route_heat.png
(4 px per um) 15 x 26 tiles, from dark purple (low) to yellow (high), scaled to the fullest tile. Values are wire area over tile area, all layers added.
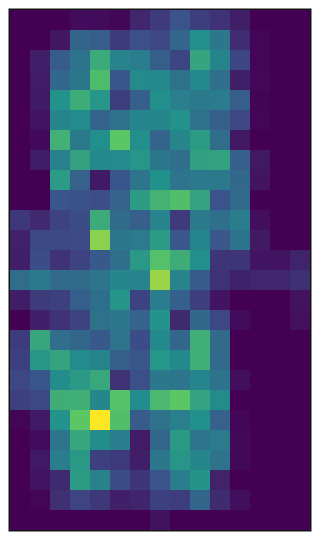
class_map.png
(4 px per um)
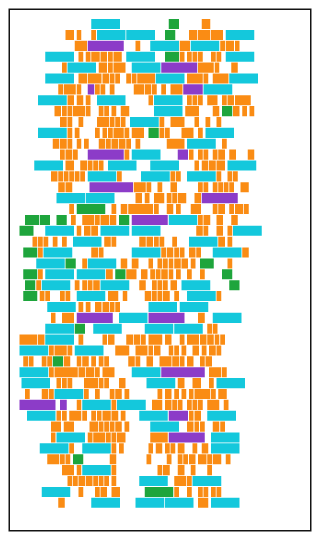
m3.png
(4 px per um)
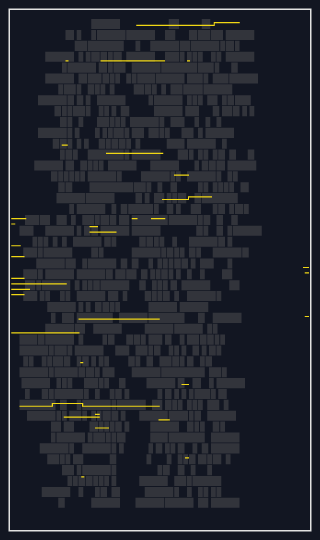
clock_nets.png
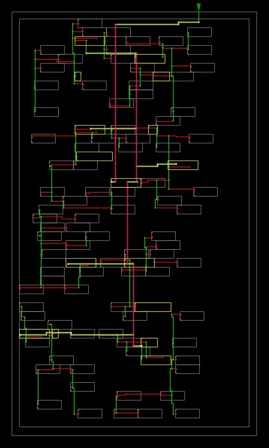
sizing.png
(3 px per um)
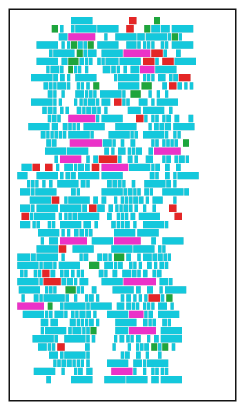
File: config.mk
export PLATFORM = sky130hd
export DESIGN_NAME = button_event_reader_flat
export DESIGN_NICKNAME = d
export VERILOG_FILES = /design/src/rtl/button_event_if.sv /design/src/rtl/button_event_reader.sv /design/src/flat_wrapper.sv
export SDC_FILE = /design/constraint.sdc
export NUM_CORES = 1
export LEC_CHECK = 0
export ABC_AREA = 1
export CAP_MARGIN = 40
export CORE_AREA = 2 2 73 128
export DETAILED_ROUTE_END_ITERATION = 12
export DIE_AREA = 0 0 75 130
export HOLD_SLACK_MARGIN = 0.06
export PLACE_DENSITY = 0.75
export SLEW_MARGIN = 0
export SYNTH_ARGS = -nofsm -noshare
export SYNTH_HDL_FRONTEND = slang
export SYNTH_SLANG_ARGS = --single-unit
File: constraint.sdc
create_clock -name clk -period 1.8 [get_ports clk]
set_input_delay 0.45 -clock clk [delete_from_list [all_inputs] [get_ports clk]]
set_output_delay 0.45 -clock clk [all_outputs]
set_load 0.05 [all_outputs]
File: src/rtl/button_event_if.sv
// button_event_if: valid/ready channel that carries one button event at a time.
//   evt_valid : producer has an event
//   evt_idx   : channel index of the event
//   evt_press : 1 = press (0->1), 0 = release (1->0)
//   evt_ready : consumer takes the event when evt_valid && evt_ready
interface button_event_if #(parameter int IDX_W = 2);
  logic             evt_valid;
  logic [IDX_W-1:0] evt_idx;
  logic             evt_press;
  logic             evt_ready;
  modport master(output evt_valid, evt_idx, evt_press, input evt_ready);
  modport slave(input evt_valid, evt_idx, evt_press, output evt_ready);
endinterface

File: src/rtl/button_event_reader.sv
// button_event_reader: synchronise and debounce button pins, emit press/release events over valid/ready.
//   clk, rst      : clock and synchronous active-high reset
//   btn_raw       : raw asynchronous button levels, 1 = pressed
//   btn_state     : debounced level per channel
//   overflow      : sticky, an event was lost; cleared by clr_overflow
//   clr_overflow  : clears overflow (a new loss in the same cycle wins)
//   evt           : event channel (master side)
module button_event_reader #(
  parameter int NUM_BTN         = 4,
  parameter int IDX_W           = 2,
  parameter int CNT_W           = 16,
  parameter int DEBOUNCE_CYCLES = 1000
) (
  input  logic               clk,
  input  logic               rst,
  input  logic [NUM_BTN-1:0] btn_raw,
  output logic [NUM_BTN-1:0] btn_state,
  output logic               overflow,
  input  logic               clr_overflow,
  button_event_if.master     evt
);
  localparam logic [CNT_W-1:0] LAST = CNT_W'(DEBOUNCE_CYCLES - 1);
  logic [NUM_BTN-1:0] sync1, sync2, flip, pending, dir, take;
  logic [CNT_W-1:0]   cnt [NUM_BTN];
  logic [IDX_W-1:0]   sel;
  logic               load, any, ovf_set;
  always_comb begin
    flip = '0;
    sel  = '0;
    // descending scan leaves the lowest pending index in sel
    for (int i = NUM_BTN - 1; i >= 0; i--) if (pending[i]) sel = IDX_W'(i);
    // a flip fires on the edge the mismatch reaches DEBOUNCE_CYCLES consecutive edges
    for (int i = 0; i < NUM_BTN; i++) flip[i] = (sync2[i] != btn_state[i]) && (cnt[i] == LAST);
    any     = |pending;
    load    = !evt.evt_valid || evt.evt_ready;
    take    = (load && any) ? (NUM_BTN'(1) << sel) : '0;
    // a pending bit consumed on this edge frees its slot, so a flip there is not a loss
    ovf_set = |(flip & pending & ~take);
  end
  always_ff @(posedge clk) begin
    if (rst) begin
      sync1         <= '0;
      sync2         <= '0;
      btn_state     <= '0;
      pending       <= '0;
      dir           <= '0;
      overflow      <= 1'b0;
      evt.evt_valid <= 1'b0;
      evt.evt_idx   <= '0;
      evt.evt_press <= 1'b0;
      for (int i = 0; i < NUM_BTN; i++) cnt[i] <= '0;
    end else begin
      sync1     <= btn_raw;
      sync2     <= sync1;
      for (int i = 0; i < NUM_BTN; i++)
        cnt[i] <= (sync2[i] == btn_state[i] || flip[i]) ? '0 : cnt[i] + CNT_W'(1);
      btn_state <= btn_state ^ flip;
      pending   <= (pending & ~take) | flip;
      dir       <= (dir & ~flip) | (~btn_state & flip);
      overflow  <= ovf_set | (overflow & ~clr_overflow);
      if (load) begin
        evt.evt_valid <= any;
        if (any) begin
          evt.evt_idx   <= sel;
          evt.evt_press <= dir[sel];
        end
      end
    end
  end
endmodule

File: src/flat_wrapper.sv
// flat-port wrapper written by rule: the top's interface ports become plain ports
module button_event_reader_flat 
#(
  parameter int NUM_BTN         = 4,
  parameter int IDX_W           = 2,
  parameter int CNT_W           = 16,
  parameter int DEBOUNCE_CYCLES = 1000
)
  (clk, rst, btn_raw, btn_state, overflow, clr_overflow, evt_evt_valid, evt_evt_idx, evt_evt_press, evt_evt_ready);
  button_event_if #(.IDX_W(IDX_W)) evt_i ();
  input  logic clk;
  input  logic rst;
  input  logic [NUM_BTN-1:0] btn_raw;
  output logic [NUM_BTN-1:0] btn_state;
  output logic overflow;
  input  logic clr_overflow;
  output wire logic [$bits(evt_i.evt_valid)-1:0] evt_evt_valid;
  output wire logic [$bits(evt_i.evt_idx)-1:0] evt_evt_idx;
  output wire logic [$bits(evt_i.evt_press)-1:0] evt_evt_press;
  input wire logic [$bits(evt_i.evt_ready)-1:0] evt_evt_ready;
  assign evt_evt_valid = evt_i.evt_valid;
  assign evt_evt_idx = evt_i.evt_idx;
  assign evt_evt_press = evt_i.evt_press;
  assign evt_i.evt_ready = evt_evt_ready;
  button_event_reader #(.NUM_BTN(NUM_BTN), .IDX_W(IDX_W), .CNT_W(CNT_W), .DEBOUNCE_CYCLES(DEBOUNCE_CYCLES)) u_core (.clk(clk), .rst(rst), .btn_raw(btn_raw), .btn_state(btn_state), .overflow(overflow), .clr_overflow(clr_overflow), .evt(evt_i));
endmodule
==> impl_metrics.tcl <==
# flow metrics
set metrics [dict create \
    status "finished, final reports clean" \
    crit_fanout 6 \
    fmax_ghz 0.631 \
    met2WireLength_um 3960 \
    seq_power_share_pct 48.7 \
    synth.cellmix.simpleShare_pct 31.2 \
    yosysUniqueCellTypes 29 \
    power.internal_w 0.00330 \
    grt_util_met3_pct 5.17 \
    antenna_found_initial 0 \
    nFillCells 808 \
    clk_pin_slew_ns 0.06 \
    tns_ns 0 \
    grtUsageMet2_pct 31.1 \
    ant_nets 0 \
    crit_top_cell "nand2_1" \
    clk_latency_ns 0.34 \
    rr_worst_depth 9 \
    clock-root-buffer "clkbuf_16" \
    cts_resized 0 \
    ys_cells 549 \
    core_util_floorplan_pct 45.5 \
    whs_ns 0.405 \
    tap_cells 120 \
    viasPerCell 4.81 \
    nets 590 \
    crit_path_end_kind "register" \
    die_area_mm2 0.00975 \
    holdPathStages 2 \
    m1WireLength_um 3030 \
    final_hold_viol_count 0 \
    cpPeakStageDelay_ns 0.33 \
    p_clk_share_pct 49.6 \
    die_h_um 130 \
    wl_met3_um 212 \
    slew_headroom_pct 72.3 \
    htreeDepth 3 \
    crit_slowest_cell "dfxtp_1" \
    grt.met1_usage_pct 17.7 \
    grt_pass1_wl_um 13400 \
    crit_path_end "u_core.cnt[1][2]" \
    power.net_switching_w 0.000779 \
    syn-num-nets 561 \
    peakVddDrop_v 0.000831 \
    core_mm2 0.00881 \
    dpl.hpwl_um 5690 \
    max_cap_violations 0 \
    adder_share_pct 1.25 \
    ys_seq_share_pct 44.4 \
    p_total_w 0.00408 \
    area_delta_synth_final_pct 16.9 \
    cp_num_buf_inv 2 \
    p_leak_nw 1.76 \
    worst_slew_pin_slew_ns 0.411 \
    criticalPathCategory "register to register" \
    vias 3378 \
    p_clk_w 0.00202 \
    synth_flops 89 \
    p_per_area_mw_per_mm2 870 \
    yosys.stat.chipArea_mm2 0.00401 \
    power_switching_share_pct 19.1 \
    sh_comb_area_pct 40.0 \
    layout.area.seq_mm2 0.00178 \
    dr.pass1.iters 4 \
    layout.cells.most_common "nand2_1" \
    syn_avg_cell_area_um2 7.30 \
    mostFrequentLayoutCells "nand2_1 (96), nor2_1 (90), dfxtp_1 (89)" \
    regMostFlops "u_core.cnt" \
    aoi_share_pct 8.55 \
    power_frac_comb_pct 1.6 \
    fin_crit_ns 1.59 \
    highest-signal-layer "met4" \
    required_ns 2.06 \
    finalCritPeriodShare_pct 88.1 \
    hold_path_class "register to register" \
    netlist_instances 549 \
    dp_slack_ns 0.0227 \
    grt_max_degree 20 \
    io_buffers 16 \
    r2r-end "u_core.cnt[1][2]" \
    cp_top_family "simple AND/OR/NAND/NOR gates" \
    min_from "u_core.sync1[2]" \
    num-nonclk-inverters 87 \
]
About route_heat.png:
mean over tiles	0.12
nearly empty tiles	27%
densest ninth of the die	centre
fullest tile	0.49

About class_map.png:
class	colour	cells
remaining logic cells	orange	454
registers	cyan	89
remaining buffers and delay cells	green	24
clock drivers and dummy loads	purple	16

About m3.png:
nets with wire on the layer	22
longest straight run	20.0 um
main direction	horizontal
wire length on this layer	213 um

About clock_nets.png:
clock skew after layout: 0.00535 ns
cts bufs inserted: 9
CTS sink count: 89
Flop Count: 89

About sizing.png:
size	colour	cells
x3 and x4	red	23
x1 and smaller	cyan	524
x2	green	21
x6 and larger	magenta	15

## cell usage after synthesis
library cell,number,area share (%)
nor3b_1,7,1.3
clkbuf_1,2,0.19
nor2_4,4,1.1
nand3_2,6,1.5
xor2_1,19,4.2
nor2_1,91,8.5
clkinv_1,1,0.094
a211oi_1,2,0.37
nor4_1,2,0.31
nor3_4,1,0.41
inv_1,86,8.1
o21ai_0,19,2.4
nand2_4,1,0.28
nor2_2,3,0.47
or2_0,3,0.47
nand2_2,5,0.78
buf_4,4,0.75
nand2_1,96,9.0
nor3_1,11,1.4
a21oi_1,42,5.2
nor3_2,1,0.25
nand3_1,31,3.9
xnor2_1,6,1.3
nand4_1,6,0.94
o21a_1,2,0.37
or2_2,4,0.62
o211ai_1,1,0.19
ha_1,4,1.2
dfxtp_1,89,44
